`config.mk`:
```
export PLATFORM = sky130hd
export DESIGN_NAME = control_unit_mc_flat
export DESIGN_NICKNAME = d
export VERILOG_FILES = /design/src/rtl/control_unit_mc_pkg.sv /design/src/rtl/control_unit_mc_if.sv /design/src/rtl/control_unit_mc_decoder.sv /design/src/rtl/control_unit_mc.sv /design/src/flat_wrapper.sv
export SDC_FILE = /design/constraint.sdc
export NUM_CORES = 1
export LEC_CHECK = 0
export CORE_UTILIZATION = 50
export CTS_BUF_LIST = sky130_fd_sc_hd__clkbuf_8
export DETAILED_ROUTE_END_ITERATION = 10
export HOLD_SLACK_MARGIN = 0.15
export MAX_ROUTING_LAYER = met4
export PLACE_DENSITY = 0.9
export SKIP_LAST_GASP = 1
export SLEW_MARGIN = 5
export SYNTH_ARGS = -nofsm -noshare
export SYNTH_HDL_FRONTEND = slang
export SYNTH_SLANG_ARGS = --single-unit
```
`constraint.sdc`:
```
create_clock -name clock -period 3.26 [get_ports clock]
set_input_delay 0.326 -clock clock [delete_from_list [all_inputs] [get_ports clock]]
set_output_delay 0.326 -clock clock [all_outputs]
set_load 0.02 [all_outputs]
```
`src/rtl/control_unit_mc_pkg.sv`:
```
// control_unit_mc_pkg: opcode map, spec-op codes, FSM states and control word shared by the control unit
package control_unit_mc_pkg;
    localparam logic [3:0] OP_ADD  = 4'b0000;
    localparam logic [3:0] OP_LD   = 4'b0001;
    localparam logic [3:0] OP_ST   = 4'b0010;
    localparam logic [3:0] OP_SL   = 4'b0011;
    localparam logic [3:0] OP_SR   = 4'b0100;
    localparam logic [3:0] OP_STT  = 4'b0101;
    localparam logic [3:0] OP_STF  = 4'b0110;
    localparam logic [3:0] OP_SPEC = 4'b0111;
    localparam logic [3:0] OP_SWP  = 4'b1001;
    localparam logic [3:0] OP_STL  = 4'b1010;
    localparam logic [3:0] OP_STH  = 4'b1011;
    localparam logic [3:0] OP_BEQ  = 4'b1100;
    localparam logic [3:0] OP_BLT  = 4'b1101;
    localparam logic [3:0] OP_JMP  = 4'b1110;

    localparam logic [2:0] SP_INC = 3'b000;
    localparam logic [2:0] SP_AON = 3'b001;
    localparam logic [2:0] SP_HLT = 3'b010;
    localparam logic [2:0] SP_SEG = 3'b011;
    localparam logic [2:0] SP_PKR = 3'b100;

    typedef enum logic [1:0] {ST_RUN, ST_MEM_WAIT, ST_HALTED} state_t;

    typedef struct packed {
        logic [3:0] alu_func;
        logic [2:0] spec_func;
        logic [2:0] dest;
        logic       alu_src;
        logic       mem_write;
        logic       mem_read;
        logic       branch;
        logic       reg_write;
        logic       swap;
        logic       jmp;
        logic       done;
    } ctrl_t;

    localparam ctrl_t NOP = '0;
endpackage

```
`src/rtl/control_unit_mc_if.sv`:
```
// control_unit_mc_if: fetch-side instruction stream and datapath control outputs of the control unit
interface control_unit_mc_if #(parameter int INSTR_W = 9, parameter int RSEL_W = 3);
    logic [INSTR_W-1:0] instruction;
    logic               instr_valid;
    logic               flush;
    logic [3:0]         alu_func;
    logic [2:0]         alu_spec_func;
    logic [RSEL_W-1:0]  reg_write_val;
    logic               alu_src;
    logic               mem_write;
    logic               mem_read;
    logic               branch;
    logic               reg_write;
    logic               swap_ctrl;
    logic               jmp_ctrl;
    logic               done_ctrl;
    logic               pc_stall;
    logic               illegal;

    modport master (
        output instruction, instr_valid, flush,
        input  alu_func, alu_spec_func, reg_write_val, alu_src, mem_write, mem_read,
               branch, reg_write, swap_ctrl, jmp_ctrl, done_ctrl, pc_stall, illegal
    );

    modport slave (
        input  instruction, instr_valid, flush,
        output alu_func, alu_spec_func, reg_write_val, alu_src, mem_write, mem_read,
               branch, reg_write, swap_ctrl, jmp_ctrl, done_ctrl, pc_stall, illegal
    );
endinterface

```
`src/rtl/control_unit_mc_decoder.sv`:
```
// control_unit_mc_decoder: combinational instruction -> control word; undefined encodings give NOP plus illegal
module control_unit_mc_decoder
    import control_unit_mc_pkg::*;
#(
    parameter int INSTR_W = 9
) (
    input  logic [INSTR_W-1:0] instruction,
    output ctrl_t              word,
    output logic               illegal
);
    logic [3:0] op;
    logic [2:0] sub;
    logic [2:0] d2;

    assign op  = instruction[INSTR_W-1 -: 4];
    assign sub = instruction[2:0];
    assign d2  = {1'b0, instruction[4:3]};

    always_comb begin
        word    = NOP;
        illegal = 1'b0;
        case (op)
            OP_ADD, OP_SL, OP_SR, OP_STT: begin
                word.alu_func  = op;
                word.reg_write = 1'b1;
                word.dest      = d2;
            end
            OP_LD: begin
                word.mem_read  = 1'b1;
                word.reg_write = 1'b1;
                word.dest      = d2;
            end
            OP_ST: word.mem_write = 1'b1;
            OP_STF: begin
                word.alu_func  = op;
                word.reg_write = 1'b1;
                word.dest      = sub;
            end
            OP_SPEC: begin
                if (sub == SP_HLT)
                    word.done = 1'b1;
                else if (sub inside {SP_INC, SP_AON, SP_SEG, SP_PKR}) begin
                    word.alu_func  = op;
                    word.spec_func = sub;
                    word.reg_write = 1'b1;
                    word.dest      = d2;
                end else
                    illegal = 1'b1;
            end
            OP_SWP: word.swap = 1'b1;
            OP_STL, OP_STH: begin
                word.alu_func  = op;
                word.alu_src   = 1'b1;
                word.reg_write = 1'b1;
                word.dest      = instruction[4] ? 3'b111 : 3'b001;
            end
            OP_BEQ, OP_BLT: begin
                word.alu_func = op;
                word.branch   = 1'b1;
            end
            OP_JMP: word.jmp = 1'b1;
            default: illegal = 1'b1;
        endcase
    end
endmodule

```
`src/rtl/control_unit_mc.sv`:
```
// control_unit_mc: registered multi-cycle decode with memory wait states, sticky halt and illegal trap
module control_unit_mc
    import control_unit_mc_pkg::*;
#(
    parameter int INSTR_W = 9,
    parameter int RSEL_W  = 3,
    parameter int MEM_LAT = 2
) (
    input logic              clock,
    input logic              reset,
    control_unit_mc_if.slave bus
);
    localparam int CW = $clog2(MEM_LAT + 1);

    state_t        state, state_n;
    logic [CW-1:0] cnt, cnt_n;
    ctrl_t         word_q, word_n, dec_word;
    logic          stall_q, stall_n, ill_q, ill_n, dec_ill, go, is_mem;

    control_unit_mc_decoder #(.INSTR_W(INSTR_W)) u_dec (
        .instruction(bus.instruction),
        .word       (dec_word),
        .illegal    (dec_ill)
    );

    assign go     = bus.instr_valid & ~bus.flush;
    assign is_mem = dec_word.mem_read | dec_word.mem_write;

    always_ff @(posedge clock) begin
        if (reset) begin
            state   <= ST_RUN;
            cnt     <= '0;
            word_q  <= NOP;
            stall_q <= 1'b0;
            ill_q   <= 1'b0;
        end else begin
            state   <= state_n;
            cnt     <= cnt_n;
            word_q  <= word_n;
            stall_q <= stall_n;
            ill_q   <= ill_n;
        end
    end

    always_comb begin
        state_n = state;
        cnt_n   = cnt;
        case (state)
            ST_RUN: begin
                if (go && dec_word.done)
                    state_n = ST_HALTED;
                else if (go && is_mem) begin
                    cnt_n   = CW'(MEM_LAT - 1);
                    state_n = (MEM_LAT > 1) ? ST_MEM_WAIT : ST_RUN;
                end
            end
            ST_MEM_WAIT: begin
                cnt_n   = cnt - CW'(1);
                state_n = (cnt == CW'(1)) ? ST_RUN : ST_MEM_WAIT;
            end
            ST_HALTED: state_n = ST_HALTED;
            default:   state_n = ST_RUN;
        endcase
    end

    // a load writes back only in the last cycle of its memory access
    always_comb begin
        word_n  = NOP;
        stall_n = 1'b0;
        ill_n   = 1'b0;
        case (state)
            ST_RUN: begin
                word_n = go ? dec_word : NOP;
                if (go && dec_word.mem_read)
                    word_n.reg_write = (MEM_LAT == 1);
                stall_n = go & (dec_word.done | (is_mem & (MEM_LAT > 1)));
                ill_n   = go & dec_ill;
            end
            ST_MEM_WAIT: begin
                word_n           = word_q;
                word_n.reg_write = word_q.mem_read & (cnt == CW'(1));
                stall_n          = cnt > CW'(1);
            end
            ST_HALTED: begin
                word_n.done = 1'b1;
                stall_n     = 1'b1;
            end
            default: word_n = NOP;
        endcase
    end

    assign bus.alu_func      = word_q.alu_func;
    assign bus.alu_spec_func = word_q.spec_func;
    assign bus.reg_write_val = RSEL_W'(word_q.dest);
    assign bus.alu_src       = word_q.alu_src;
    assign bus.mem_write     = word_q.mem_write;
    assign bus.mem_read      = word_q.mem_read;
    assign bus.branch        = word_q.branch;
    assign bus.reg_write     = word_q.reg_write;
    assign bus.swap_ctrl     = word_q.swap;
    assign bus.jmp_ctrl      = word_q.jmp;
    assign bus.done_ctrl     = word_q.done;
    assign bus.pc_stall      = stall_q;
    assign bus.illegal       = ill_q;
endmodule

```
`src/flat_wrapper.sv`:
```
// flat-port wrapper written by rule: the top's interface ports become plain ports
module control_unit_mc_flat import control_unit_mc_pkg::*;
#(
    parameter int INSTR_W = 9,
    parameter int RSEL_W  = 3,
    parameter int MEM_LAT = 2
)
  (clock, reset, bus_instruction, bus_instr_valid, bus_flush, bus_alu_func, bus_alu_spec_func, bus_reg_write_val, bus_alu_src, bus_mem_write, bus_mem_read, bus_branch, bus_reg_write, bus_swap_ctrl, bus_jmp_ctrl, bus_done_ctrl, bus_pc_stall, bus_illegal);
  control_unit_mc_if #(.INSTR_W(INSTR_W), .RSEL_W(RSEL_W)) bus_i ();
  input logic clock;
  input logic reset;
  input wire logic [$bits(bus_i.instruction)-1:0] bus_instruction;
  input wire logic [$bits(bus_i.instr_valid)-1:0] bus_instr_valid;
  input wire logic [$bits(bus_i.flush)-1:0] bus_flush;
  output wire logic [$bits(bus_i.alu_func)-1:0] bus_alu_func;
  output wire logic [$bits(bus_i.alu_spec_func)-1:0] bus_alu_spec_func;
  output wire logic [$bits(bus_i.reg_write_val)-1:0] bus_reg_write_val;
  output wire logic [$bits(bus_i.alu_src)-1:0] bus_alu_src;
  output wire logic [$bits(bus_i.mem_write)-1:0] bus_mem_write;
  output wire logic [$bits(bus_i.mem_read)-1:0] bus_mem_read;
  output wire logic [$bits(bus_i.branch)-1:0] bus_branch;
  output wire logic [$bits(bus_i.reg_write)-1:0] bus_reg_write;
  output wire logic [$bits(bus_i.swap_ctrl)-1:0] bus_swap_ctrl;
  output wire logic [$bits(bus_i.jmp_ctrl)-1:0] bus_jmp_ctrl;
  output wire logic [$bits(bus_i.done_ctrl)-1:0] bus_done_ctrl;
  output wire logic [$bits(bus_i.pc_stall)-1:0] bus_pc_stall;
  output wire logic [$bits(bus_i.illegal)-1:0] bus_illegal;
  assign bus_i.instruction = bus_instruction;
  assign bus_i.instr_valid = bus_instr_valid;
  assign bus_i.flush = bus_flush;
  assign bus_alu_func = bus_i.alu_func;
  assign bus_alu_spec_func = bus_i.alu_spec_func;
  assign bus_reg_write_val = bus_i.reg_write_val;
  assign bus_alu_src = bus_i.alu_src;
  assign bus_mem_write = bus_i.mem_write;
  assign bus_mem_read = bus_i.mem_read;
  assign bus_branch = bus_i.branch;
  assign bus_reg_write = bus_i.reg_write;
  assign bus_swap_ctrl = bus_i.swap_ctrl;
  assign bus_jmp_ctrl = bus_i.jmp_ctrl;
  assign bus_done_ctrl = bus_i.done_ctrl;
  assign bus_pc_stall = bus_i.pc_stall;
  assign bus_illegal = bus_i.illegal;
  control_unit_mc #(.INSTR_W(INSTR_W), .RSEL_W(RSEL_W), .MEM_LAT(MEM_LAT)) u_core (.clock(clock), .reset(reset), .bus(bus_i));
endmodule
```
Fig. 1: run 1, power grid
(8 px per um) Pins as bars on the die edge. Tap cells in grey.
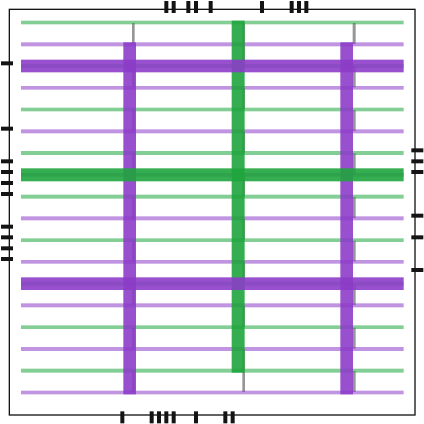
[VSS] purple
[VDD] green
met1 rails: 18
rows: 17
met5 straps: 3

Fig. 2: run 1, met3 routing
(6 px per um)
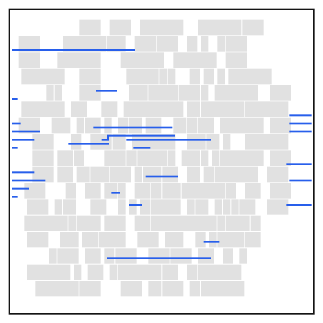
nets with wire on the layer: 25
wire length on this layer: 143 um
vias after detailed routing: 1095
GRT met3 Usage: 2.727%
total wire length after detailed routing: 2885 um

==> reports/qor.rpt, run 1 <==
GRT
--------------------------------------------------------------------------------------
Antenna violations before repair ........................................            0
Vias in the first global route ..........................................         1045
Maximum number of pins on one net before global-route repair ............           16
Grt total ovfl ..........................................................            0

LAYOUT
--------------------------------------------------------------------------------------
Final cell count without fillers ........................................          189
Number of clock buffers in the layout ...................................            3
Non-clock buffer count ..................................................           33
FF/Latch Area ...........................................................   480.5 um^2
Non-CTS inverters .......................................................            2
Fill cell instance count of the final layout ............................          192
Area occupied by multi-input gates ......................................   639.4 um^2
Proportion of cell area occupied by registers ...........................       30.77%
Diodes inserted .........................................................            0
Multi-Input Combinational ...............................................           98
Largest cell class by area .............................................. combinational gates
Clock network share of area .............................................       4.567%
Design Area, Final ......................................................    1562 um^2
Fraction of area in non-clock buffers ...................................       20.99%
Post-layout nets ........................................................          176

MIN PATH
--------------------------------------------------------------------------------------
Sink of the worst hold path ............................................. u_core.bus.alu_src
Hold Startpoint ......................................................... u_core.bus.alu_src
Type of the worst min-delay path ........................................   reg -> reg

CLOCK TREE
--------------------------------------------------------------------------------------
Number of setup buffers added after CTS .................................            0
Resized cells post-CTS ..................................................            0
Clk root buf ............................................................     clkbuf_8
H-tree depth reported by CTS ............................................            1
Maximum clock insertion buffer count ....................................            2
Clk Latency, worst-skew pair ............................................      0.26 ns
Clock transition at path regs ...........................................      0.08 ns
Hold buffer count at cts ................................................            0
TritonCTS Buffers .......................................................            3

FLOORPLANNING
--------------------------------------------------------------------------------------
Core ar. ................................................................    2212 um^2
Height of the die .......................................................     50.53 um
Core Util at FP .........................................................       53.22%
Site Rows ...............................................................           17
Overall chip area .......................................................    2553 um^2
Tapcell count ...........................................................           28
IO Pins .................................................................           33

LOGIC SYNTHESIS
--------------------------------------------------------------------------------------
Sequential-to-total area share from yosys stat ..........................       40.81%
Number of nets produced by synthesis ....................................          149
Number of enable flip-flop cells ........................................            0
Number of standard cells after synthesis ................................          135
Yosys stat area .........................................................    1177 um^2
Yosys warnings ..........................................................            0
Async set-reset flop share out of synthesis .............................           0%
Top cell type's share of synthesized area ...............................       40.81%

PLACED DESIGN
--------------------------------------------------------------------------------------
Post-placement setup slack ..............................................     1.054 ns
IO Port Bufs ............................................................           32
Placed Instances ........................................................          185
Weighted congestion at the end of routability-driven global placement ...       0.9101

DRT
--------------------------------------------------------------------------------------
Iteration-0 DRC Markers .................................................           55
Remaining number of nets flagged by the antenna check after routing .....            0
Detailed Routing Iterations Pass 1 ......................................            4
Via density per instance ................................................        5.794
DRC .....................................................................            0

CRITICAL PATH
--------------------------------------------------------------------------------------
Crit Reg-Reg Endpoint ................................................... u_core.bus.reg_write_val[1]
Library cell contributing the largest single delay on the critical path .      nor2b_1
Number of cells traversed by the worst register-to-register path ........            3
CP most frequent cell ...................................................      nor2b_1
Data required time at the worst endpoint ................................      3.47 ns
Capturing element type of the critical path .............................     register
Worst endpoint data arrival time ........................................      2.26 ns
Reg2reg start ........................................................... u_core.state[0]
Setup crit end .......................................................... u_core.bus.reg_write_val[1]
Sort of element at the start of the critical path .......................     register
Worst-path cell chain ................................................... nor2b_1 > nor2b_1 > a221o_1
Critical path launch point .............................................. u_core.state[0]
Register-to-Register Setup Slack ........................................      1.20 ns
Worst Setup Path Type ...................................................   reg -> reg

PWR
--------------------------------------------------------------------------------------
Comb pwr share ..........................................................        12.6%
Total Power .............................................................    0.6355 mW
Internal power ..........................................................    0.4971 mW
Group drawing the most power ............................................ sequential cells
Power dissipated in sequential cells ....................................     0.300 mW
Register share of total power ...........................................        47.2%
Leakage component of the power ..........................................    0.5675 nW
Net switching power figure ..............................................    0.1384 mW
Fraction of power spent switching nets ..................................       21.78%

TIMING
--------------------------------------------------------------------------------------
Hold Violations, Final ..................................................            0
Headroom to the max-slew limit ..........................................       40.81%
Max Freq ................................................................    486.4 MHz
Final period utilization ................................................       63.07%
Transition time of the tightest slew-check pin ..........................    0.8860 ns
Total negative setup slack ..............................................         0 ns

RUN
--------------------------------------------------------------------------------------
Number of violations of the max-capacitance limit .......................            0
Number of warning messages in the logs ..................................           26

STATUS
--------------------------------------------------------------------------------------
Outcome ................................................................. complete, no violations

Fig. 3: run 1, metal layers overlaid
(8 px per um)
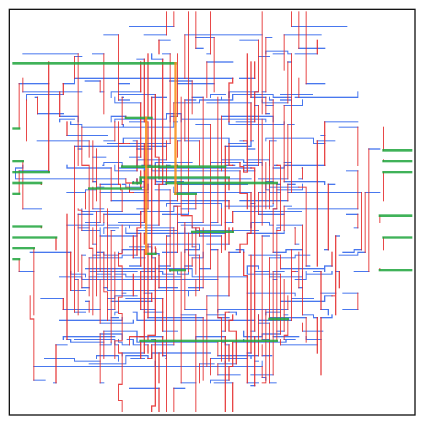
[M1] blue | wire length: 1240 um
[M4] orange | wire length: 33.3 um
[M3] green | wire length: 143 um
[M2] red | wire length: 1470 um
global routing usage summed across all routing layers: 25.51%
average wire length per cell after detail routing: 15.26 um

[run 1: logic make-up (layout without fill, tap and decap cells)]
family	count (synthesis)	after routing	synth area share, %
adders and majority gates	1	1	1.063
DFF	24	24	40.81
xor gates and xnor gates	1	1	0.7440
muxes	3	3	2.763
buffers and inverters	13	39	4.888
AOI/OAI and AO/OA	38	38	24.23
and+or+nand+nor	55	55	25.50
[run 1: metal layers]
| layer | wire [um] | GRT usage, % |
|---|---|---|
| met5 | 0 | - |
| met4 | 33 | 12.50 |
| met3 | 142 | 2.727 |
| met2 | 1474 | 42.89 |
| met1 | 1235 | 30.25 |
[run 1: critical path, delay by kind of cell, from the launching register on]
kind | cells | cell delay [ns]
compound gates | 1 | 0.27
flops | 1 | 0.46
simple gates | 2 | 1.26
==> run 2: changes to the inputs <==
CORE_UTILIZATION = 44   (was 50)
PLACE_DENSITY = 0.84   (was 0.9)
clock period = 1.8 ns   (was 3.26 ns; I/O delays follow)
==> run 2 against run 1 <==
Global-route usage down 1.4 points. Critical path depth up 1. Non-clock buffer count grew 14. Critical path type unchanged. Highest routed layer unchanged.
==> reports/qor.rpt, run 2 <==
CRITICAL PATH
----------------------------------------------------------------------------------
Register-to-Register Setup Slack ....................................      0.06 ns
Crit Reg-Reg Endpoint ............................................... u_core.bus.alu_spec_func[1]
Worst-path cell chain ............................................... or4b_1 > and4bb_1 > nand3b_1 > a21oi_1
Reg2reg start ....................................................... u_core.state[1]
Setup crit end ...................................................... u_core.bus.alu_spec_func[1]
Sort of element at the start of the critical path ...................     register
Worst endpoint data arrival time ....................................      1.94 ns
Capturing element type of the critical path .........................     register
Family with the most delay on the worst path ........................ simple AND/OR/NAND/NOR gates

CLOCK TREE
----------------------------------------------------------------------------------
Hold buffer count at cts ............................................            0
Clock transition at path regs .......................................      0.08 ns
Resized cells post-CTS ..............................................            0
Clk Latency, worst-skew pair ........................................      0.27 ns

MIN PATH
----------------------------------------------------------------------------------
Hold Startpoint ..................................................... u_core.bus.alu_func[0]
Type of the worst min-delay path ....................................   reg -> reg

GRT
----------------------------------------------------------------------------------
Vias in the first global route ......................................         1064
Antenna violations before repair ....................................            0
Maximum number of pins on one net before global-route repair ........           16

PWR
----------------------------------------------------------------------------------
Comb pwr share ......................................................        15.3%
Net switching power figure ..........................................    0.2609 mW
Group drawing the most power ........................................ sequential cells
Power dissipated in sequential cells ................................     0.543 mW
Total Power .........................................................     1.074 mW

RUN
----------------------------------------------------------------------------------
Number of violations of the max-capacitance limit ...................            0
Number of warning messages in the logs ..............................           26

FLOORPLANNING
----------------------------------------------------------------------------------
Overall chip area ...................................................    2887 um^2
Core Util at FP .....................................................       47.10%
Site Rows ...........................................................           18
Core ar. ............................................................    2500 um^2

DRT
----------------------------------------------------------------------------------
Total wire length after detailed routing ............................      2972 um
Detailed route wirelength on metal3 .................................       163 um
DRC .................................................................            0
Via density per instance ............................................        5.595
Remaining number of nets flagged by the antenna check after routing .            0
Iteration-0 DRC Markers .............................................           34

TIMING
----------------------------------------------------------------------------------
Final period utilization ............................................       96.81%
Headroom to the max-slew limit ......................................       69.48%

PLACED DESIGN
----------------------------------------------------------------------------------
IO Port Bufs ........................................................           32

STATUS
----------------------------------------------------------------------------------
Outcome ............................................................. complete, no violations

LOGIC SYNTHESIS
----------------------------------------------------------------------------------
Top cell type's share of synthesized area ...........................       40.81%
Post-synthesis simple-gate area fraction ............................       25.50%
Yosys stat area .....................................................    1177 um^2
Async set-reset flop share out of synthesis .........................           0%
Dominant combinational cell family by area after synthesis .......... simple AND/OR/NAND/NOR gates
Number of standard cells after synthesis ............................          135
Synthesized-area fraction occupied by xor and xnor cells ............      0.7439%

-- run 2: netlist changes by cell type in the layout (fill, tap and decap cells not counted) --
cell / change
buf_4: +14
bufinv_16: -1
clkbuf_8: +1
-- run 2: through the flow --
stage / setup WS (ns) / hold WS, ns / instances
floorplan: 0.1829 / 0.3283 / 135
global placement: -0.09414 / 0.4337 / 201
detailed placement: -0.1747 / 0.4415 / 201
CTS: 0.08959 / 0.4538 / 205
global route: 0.01737 / 0.4633 / 205
finish: 0.05748 / 0.4491 / 205
-- run 2: cell type report --
cell class | count | area (um^2)
fillers | 197 | 847.1
multi-input cells | 98 | 639.4
flip-flops and latches | 24 | 480.5
repair buffers | 47 | 432.9
clock buffers | 4 | 55.05
well taps | 30 | 37.54
inverters | 2 | 7.507
Fig. 4: run 2, metal 2
(4 px per um)
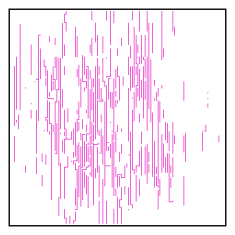
wire length on this layer: 1440 um
share of all routed wire: 48%

Fig. 5: run 2, power grid
(6 px per um) Pins as bars on the die edge. Tap cells in grey.
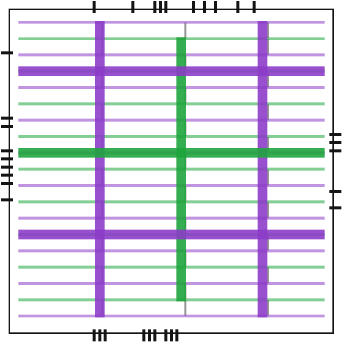
[VDD] green
[VSS] purple
signal pins: 33
tap cells: 30
met1 rails: 19
Die Wd: 53.73 um
height of the die: 53.73 um
VDD IR max: 532.8 uV

Power and IR drop assume default switching activity.
